[src/rtl/wmst_out_fm_ctrl.sv]
// Write-master controller: streams one output feature-map tile from the store FIFO
// to external memory, one burst per tile row, with extents clamped at map edges.
module wmst_out_fm_ctrl #(
  parameter int CW          = 16,
  parameter int XAW         = 32,
  parameter int M           = 32,
  parameter int R           = 64,
  parameter int C           = 32,
  parameter int Tm          = 16,
  parameter int Tr          = 64,
  parameter int Tc          = 16,
  parameter int OUT_FM_BASE = 131072
) (
  input  logic            clk,
  input  logic            rst,
  input  logic            store_start,
  output logic            store_done,
  output logic            busy,
  output logic [XAW-1:0]  param_waddr,
  output logic [CW-1:0]   param_iolen,
  output logic            store_trans_start,
  input  logic            store_trans_done,
  input  logic [CW-1:0]   store_fifo_cnt,
  input  logic [CW-1:0]   tile_base_m,
  input  logic [CW-1:0]   tile_base_row,
  input  logic [CW-1:0]   tile_base_col
);

  typedef enum logic [2:0] {
    S_IDLE   = 3'd0,
    S_WAIT   = 3'd1,
    S_CONFIG = 3'd2,
    S_TRANS  = 3'd3,
    S_NEXT   = 3'd4,
    S_FINISH = 3'd5
  } state_t;

  localparam logic [CW-1:0]  ONE_C    = CW'(1);
  localparam logic [CW-1:0]  ZERO_C   = CW'(0);
  localparam logic [CW-1:0]  DIM_M    = CW'(M);
  localparam logic [CW-1:0]  DIM_R    = CW'(R);
  localparam logic [CW-1:0]  DIM_C    = CW'(C);
  localparam logic [CW-1:0]  TILE_M   = CW'(Tm);
  localparam logic [CW-1:0]  TILE_R   = CW'(Tr);
  localparam logic [CW-1:0]  TILE_C   = CW'(Tc);
  localparam logic [XAW-1:0] PLANE_W  = XAW'(R * C);
  localparam logic [XAW-1:0] ROW_W    = XAW'(C);
  localparam logic [XAW-1:0] BASE_W   = XAW'(OUT_FM_BASE);

  // A base at or past its dimension yields an empty extent.
  function automatic logic [CW-1:0] clamp_ext(
    input logic [CW-1:0] base,
    input logic [CW-1:0] dim,
    input logic [CW-1:0] tile
  );
    logic [CW-1:0] rem;
    if (base >= dim) begin
      clamp_ext = ZERO_C;
    end else begin
      rem = dim - base;
      clamp_ext = (rem < tile) ? rem : tile;
    end
  endfunction

  state_t          state_q, state_d;
  logic [CW-1:0]   base_m_q, base_m_d;
  logic [CW-1:0]   base_row_q, base_row_d;
  logic [CW-1:0]   base_col_q, base_col_d;
  logic [CW-1:0]   row_len_q, row_len_d;
  logic [CW-1:0]   n_rows_q, n_rows_d;
  logic [CW-1:0]   n_maps_q, n_maps_d;
  logic [CW-1:0]   tr_q, tr_d;
  logic [CW-1:0]   tm_q, tm_d;
  logic [XAW-1:0]  waddr_q, waddr_d;
  logic [CW-1:0]   iolen_q, iolen_d;
  logic            done_q, done_d;
  logic            busy_q, busy_d;
  logic            tstart_q, tstart_d;

  logic [CW-1:0]   row_len_s, n_rows_s, n_maps_s;
  logic [XAW-1:0]  map_idx_s, row_idx_s, word_addr_s;
  logic            last_row_s, last_map_s;

  // Extents of the tile being offered and burst address of the current row.
  always_comb begin
    row_len_s   = clamp_ext(tile_base_col, DIM_C, TILE_C);
    n_rows_s    = clamp_ext(tile_base_row, DIM_R, TILE_R);
    n_maps_s    = clamp_ext(tile_base_m,   DIM_M, TILE_M);
    map_idx_s   = XAW'(base_m_q) + XAW'(tm_q);
    row_idx_s   = XAW'(base_row_q) + XAW'(tr_q);
    word_addr_s = BASE_W + (map_idx_s * PLANE_W) + (row_idx_s * ROW_W) + XAW'(base_col_q);
    last_row_s  = (tr_q == (n_rows_q - ONE_C));
    last_map_s  = (tm_q == (n_maps_q - ONE_C));
  end

  // Next-state and datapath updates.
  always_comb begin
    state_d    = state_q;
    base_m_d   = base_m_q;
    base_row_d = base_row_q;
    base_col_d = base_col_q;
    row_len_d  = row_len_q;
    n_rows_d   = n_rows_q;
    n_maps_d   = n_maps_q;
    tr_d       = tr_q;
    tm_d       = tm_q;
    waddr_d    = waddr_q;
    iolen_d    = iolen_q;
    case (state_q)
      S_IDLE: begin
        if (store_start) begin
          base_m_d   = tile_base_m;
          base_row_d = tile_base_row;
          base_col_d = tile_base_col;
          row_len_d  = row_len_s;
          n_rows_d   = n_rows_s;
          n_maps_d   = n_maps_s;
          tr_d       = ZERO_C;
          tm_d       = ZERO_C;
          if ((row_len_s == ZERO_C) || (n_rows_s == ZERO_C) || (n_maps_s == ZERO_C)) begin
            state_d = S_FINISH;
          end else begin
            state_d = S_WAIT;
          end
        end else begin
          state_d = S_IDLE;
        end
      end
      S_WAIT: begin
        if (store_fifo_cnt >= row_len_q) begin
          state_d = S_CONFIG;
        end else begin
          state_d = S_WAIT;
        end
      end
      S_CONFIG: begin
        waddr_d = word_addr_s << 2;
        iolen_d = row_len_q;
        state_d = S_TRANS;
      end
      S_TRANS: begin
        if (store_trans_done) begin
          state_d = S_NEXT;
        end else begin
          state_d = S_TRANS;
        end
      end
      S_NEXT: begin
        if (last_row_s && last_map_s) begin
          state_d = S_FINISH;
        end else if (last_row_s) begin
          tr_d    = ZERO_C;
          tm_d    = tm_q + ONE_C;
          state_d = S_WAIT;
        end else begin
          tr_d    = tr_q + ONE_C;
          state_d = S_WAIT;
        end
      end
      S_FINISH: begin
        state_d = S_IDLE;
      end
      default: begin
        state_d = S_IDLE;
      end
    endcase
    // Status outputs are registered copies of where the FSM is heading.
    done_d   = (state_d == S_FINISH);
    busy_d   = (state_d != S_IDLE);
    tstart_d = (state_q == S_CONFIG);
  end

  // State, context and output registers.
  always_ff @(posedge clk or posedge rst) begin
    if (rst) begin
      state_q    <= S_IDLE;
      base_m_q   <= ZERO_C;
      base_row_q <= ZERO_C;
      base_col_q <= ZERO_C;
      row_len_q  <= ZERO_C;
      n_rows_q   <= ZERO_C;
      n_maps_q   <= ZERO_C;
      tr_q       <= ZERO_C;
      tm_q       <= ZERO_C;
      waddr_q    <= {XAW{1'b0}};
      iolen_q    <= ZERO_C;
      done_q     <= 1'b0;
      busy_q     <= 1'b0;
      tstart_q   <= 1'b0;
    end else begin
      state_q    <= state_d;
      base_m_q   <= base_m_d;
      base_row_q <= base_row_d;
      base_col_q <= base_col_d;
      row_len_q  <= row_len_d;
      n_rows_q   <= n_rows_d;
      n_maps_q   <= n_maps_d;
      tr_q       <= tr_d;
      tm_q       <= tm_d;
      waddr_q    <= waddr_d;
      iolen_q    <= iolen_d;
      done_q     <= done_d;
      busy_q     <= busy_d;
      tstart_q   <= tstart_d;
    end
  end

  assign store_done        = done_q;
  assign busy              = busy_q;
  assign param_waddr       = waddr_q;
  assign param_iolen       = iolen_q;
  assign store_trans_start = tstart_q;

endmodule

[config.mk]
export PLATFORM = sky130hd
export DESIGN_NAME = wmst_out_fm_ctrl
export DESIGN_NICKNAME = d
export VERILOG_FILES = /design/src/rtl/wmst_out_fm_ctrl.sv
export SDC_FILE = /design/constraint.sdc
export NUM_CORES = 1
export LEC_CHECK = 0
export CAP_MARGIN = 0
export CORE_MARGIN = 3
export CORE_UTILIZATION = 38
export DETAILED_ROUTE_END_ITERATION = 7
export GPL_TIMING_DRIVEN = 0
export PLACE_DENSITY = 0.59
export SKIP_CTS_REPAIR_TIMING = 1
export SYNTH_ARGS = -nofsm -noshare
export SYNTH_HDL_FRONTEND = slang
export SYNTH_SLANG_ARGS = --single-unit
[constraint.sdc]
create_clock -name clk -period 5.99 [get_ports clk]
set_clock_uncertainty 0.15 [all_clocks]
set_input_delay 0.8985 -clock clk [delete_from_list [all_inputs] [get_ports clk]]
set_output_delay 0.8985 -clock clk [all_outputs]
set_load 0.005 [all_outputs]
==> results.yml <==
# implementation run metrics
run_status:
  outcome: "complete, no violations"
critical_path:
  cp_num_cells: 17
  path_buffers: 0
  crit_top_cell: "ha_1"
  critPathArrivalTime_ns: 5.25
  regToRegSetupSlack_ns: 0.92
  crit_type: "reg2reg"
power_and_ir_drop:
  pwr-share-comb: 0.528
  p_leak_nw: 6.506
  power_density_nw_per_um2: 434.3
route:
  dr_wl_met3_microns: 1307
  remaining_drc_errors: 0
  drtPass1Iterations: 5
cts:
  cts-root-buf: "clkbuf_16"
  cts.path.max_buffers: 2
  cts_sinks: 179
synth:
  synth_seq_share: 0.3706
  numSynthFlops: 179
  synthesis.area_sq_um: 12090
placement:
  numPortBuffers: 110
  dp.cells: 1923
final_timing:
  final-setup-viol-count: 0
  slew_headroom: 0.3136
  setup_tns_ns: 0
-- layout make-up --
class	instances	area, sq um
Buffer	58	241.5
Clock buffer	17	425.4
Clock inverter	15	168.9
Fill cell	3006	16660
Inverter	58	225.2
Multi-Input combinational cell	1120	7161
Sequential cell	179	4479
Tap cell	396	495.5
Timing Repair Buffer	112	1136
-- synthesized netlist by cell type (13+ instances only) --
master,count
o31ai_1,18
and3_1,18
nor4_1,20
mux2i_1,14
o21ai_0,86
xnor2_1,48
nand2_1,278
nand4_1,17
inv_1,58
nor2b_1,26
or4_1,21
or2_2,17
dfrtp_1,179
a21o_1,19
ha_1,84
clkbuf_1,45
nand3_1,29
nor3_1,45
or3_1,13
a21oi_1,62
xor2_1,50
nor2_1,75
Cells colored by class:
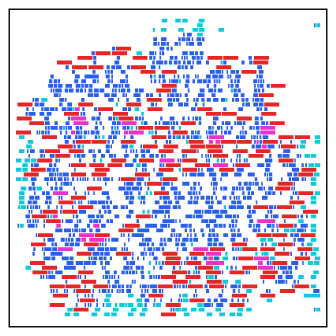
- clock drivers and dummy loads: magenta (cells 32; share of their area 4.3%)
- all other logic: blue (cells 1,178; share of their area 53%)
- other buffers and delay cells: cyan (cells 170; share of their area 10%)
- flip-flops: red (cells 179; share of their area 32%)
core box area: 30,990 sq um
# rows: 64
Post-Layout Inst Area: 14,330 sq um

Pin map:
Pins as bars across the die edge, other pins in gray.
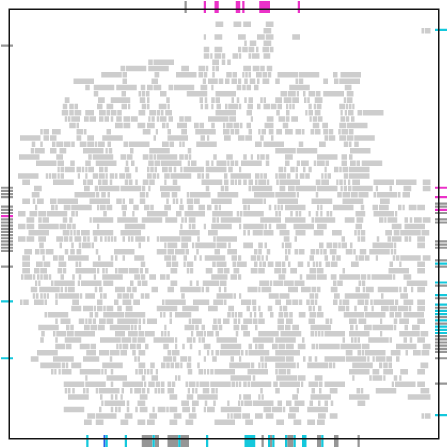
- `tile_base_m`: magenta (pins 16; direction input; edge 12 top, 3 right, 1 left)
- `store_trans_start`: blue (pins 1; direction output; edge bottom)
- `param_waddr`: cyan (pins 32; direction output; edge 18 bottom, 12 right, 2 left)
- all pins by edge: 45 bottom, 38 right, 23 left, 13 top

Routing congestion map:
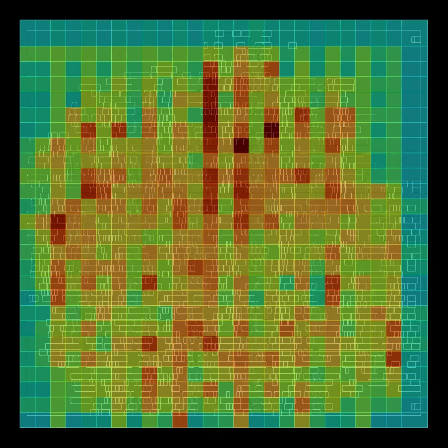
met2 Use GR: 0.3258
Tot GR Track Use: 0.2022
met3 GRT Util: 0.03237
busiest grt layer: met2

Wiring by layer:
Only two layers are drawn.
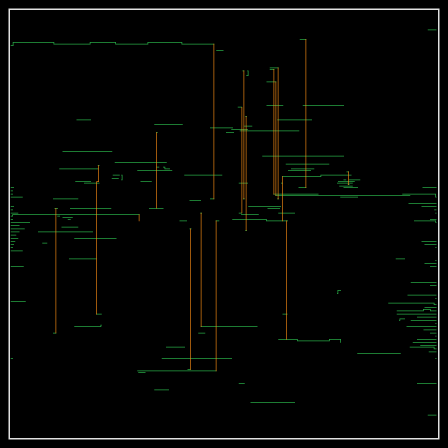
- met3: green (wire length 1,310 microns)
- met4: orange (wire length 843 microns)
drt wl/cell: 17.39 microns
vias post-DR: 10,630
drt total wl: 34,000 microns

Clock distribution:
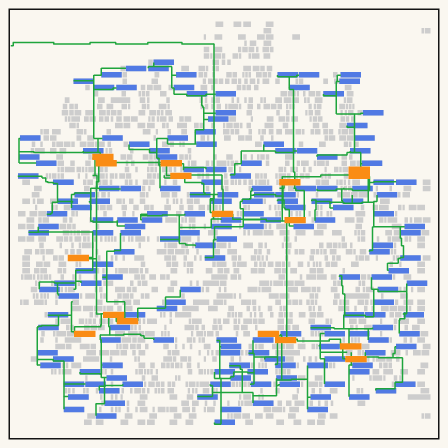
- clock wires: green (length 2,480 microns)
- cells driving clock nets: orange (count 17)
- flip-flops: blue (count 179)
- routed clock nets: 18
- flops lie: all over the die

Power is estimated from default activity; no workload was simulated.
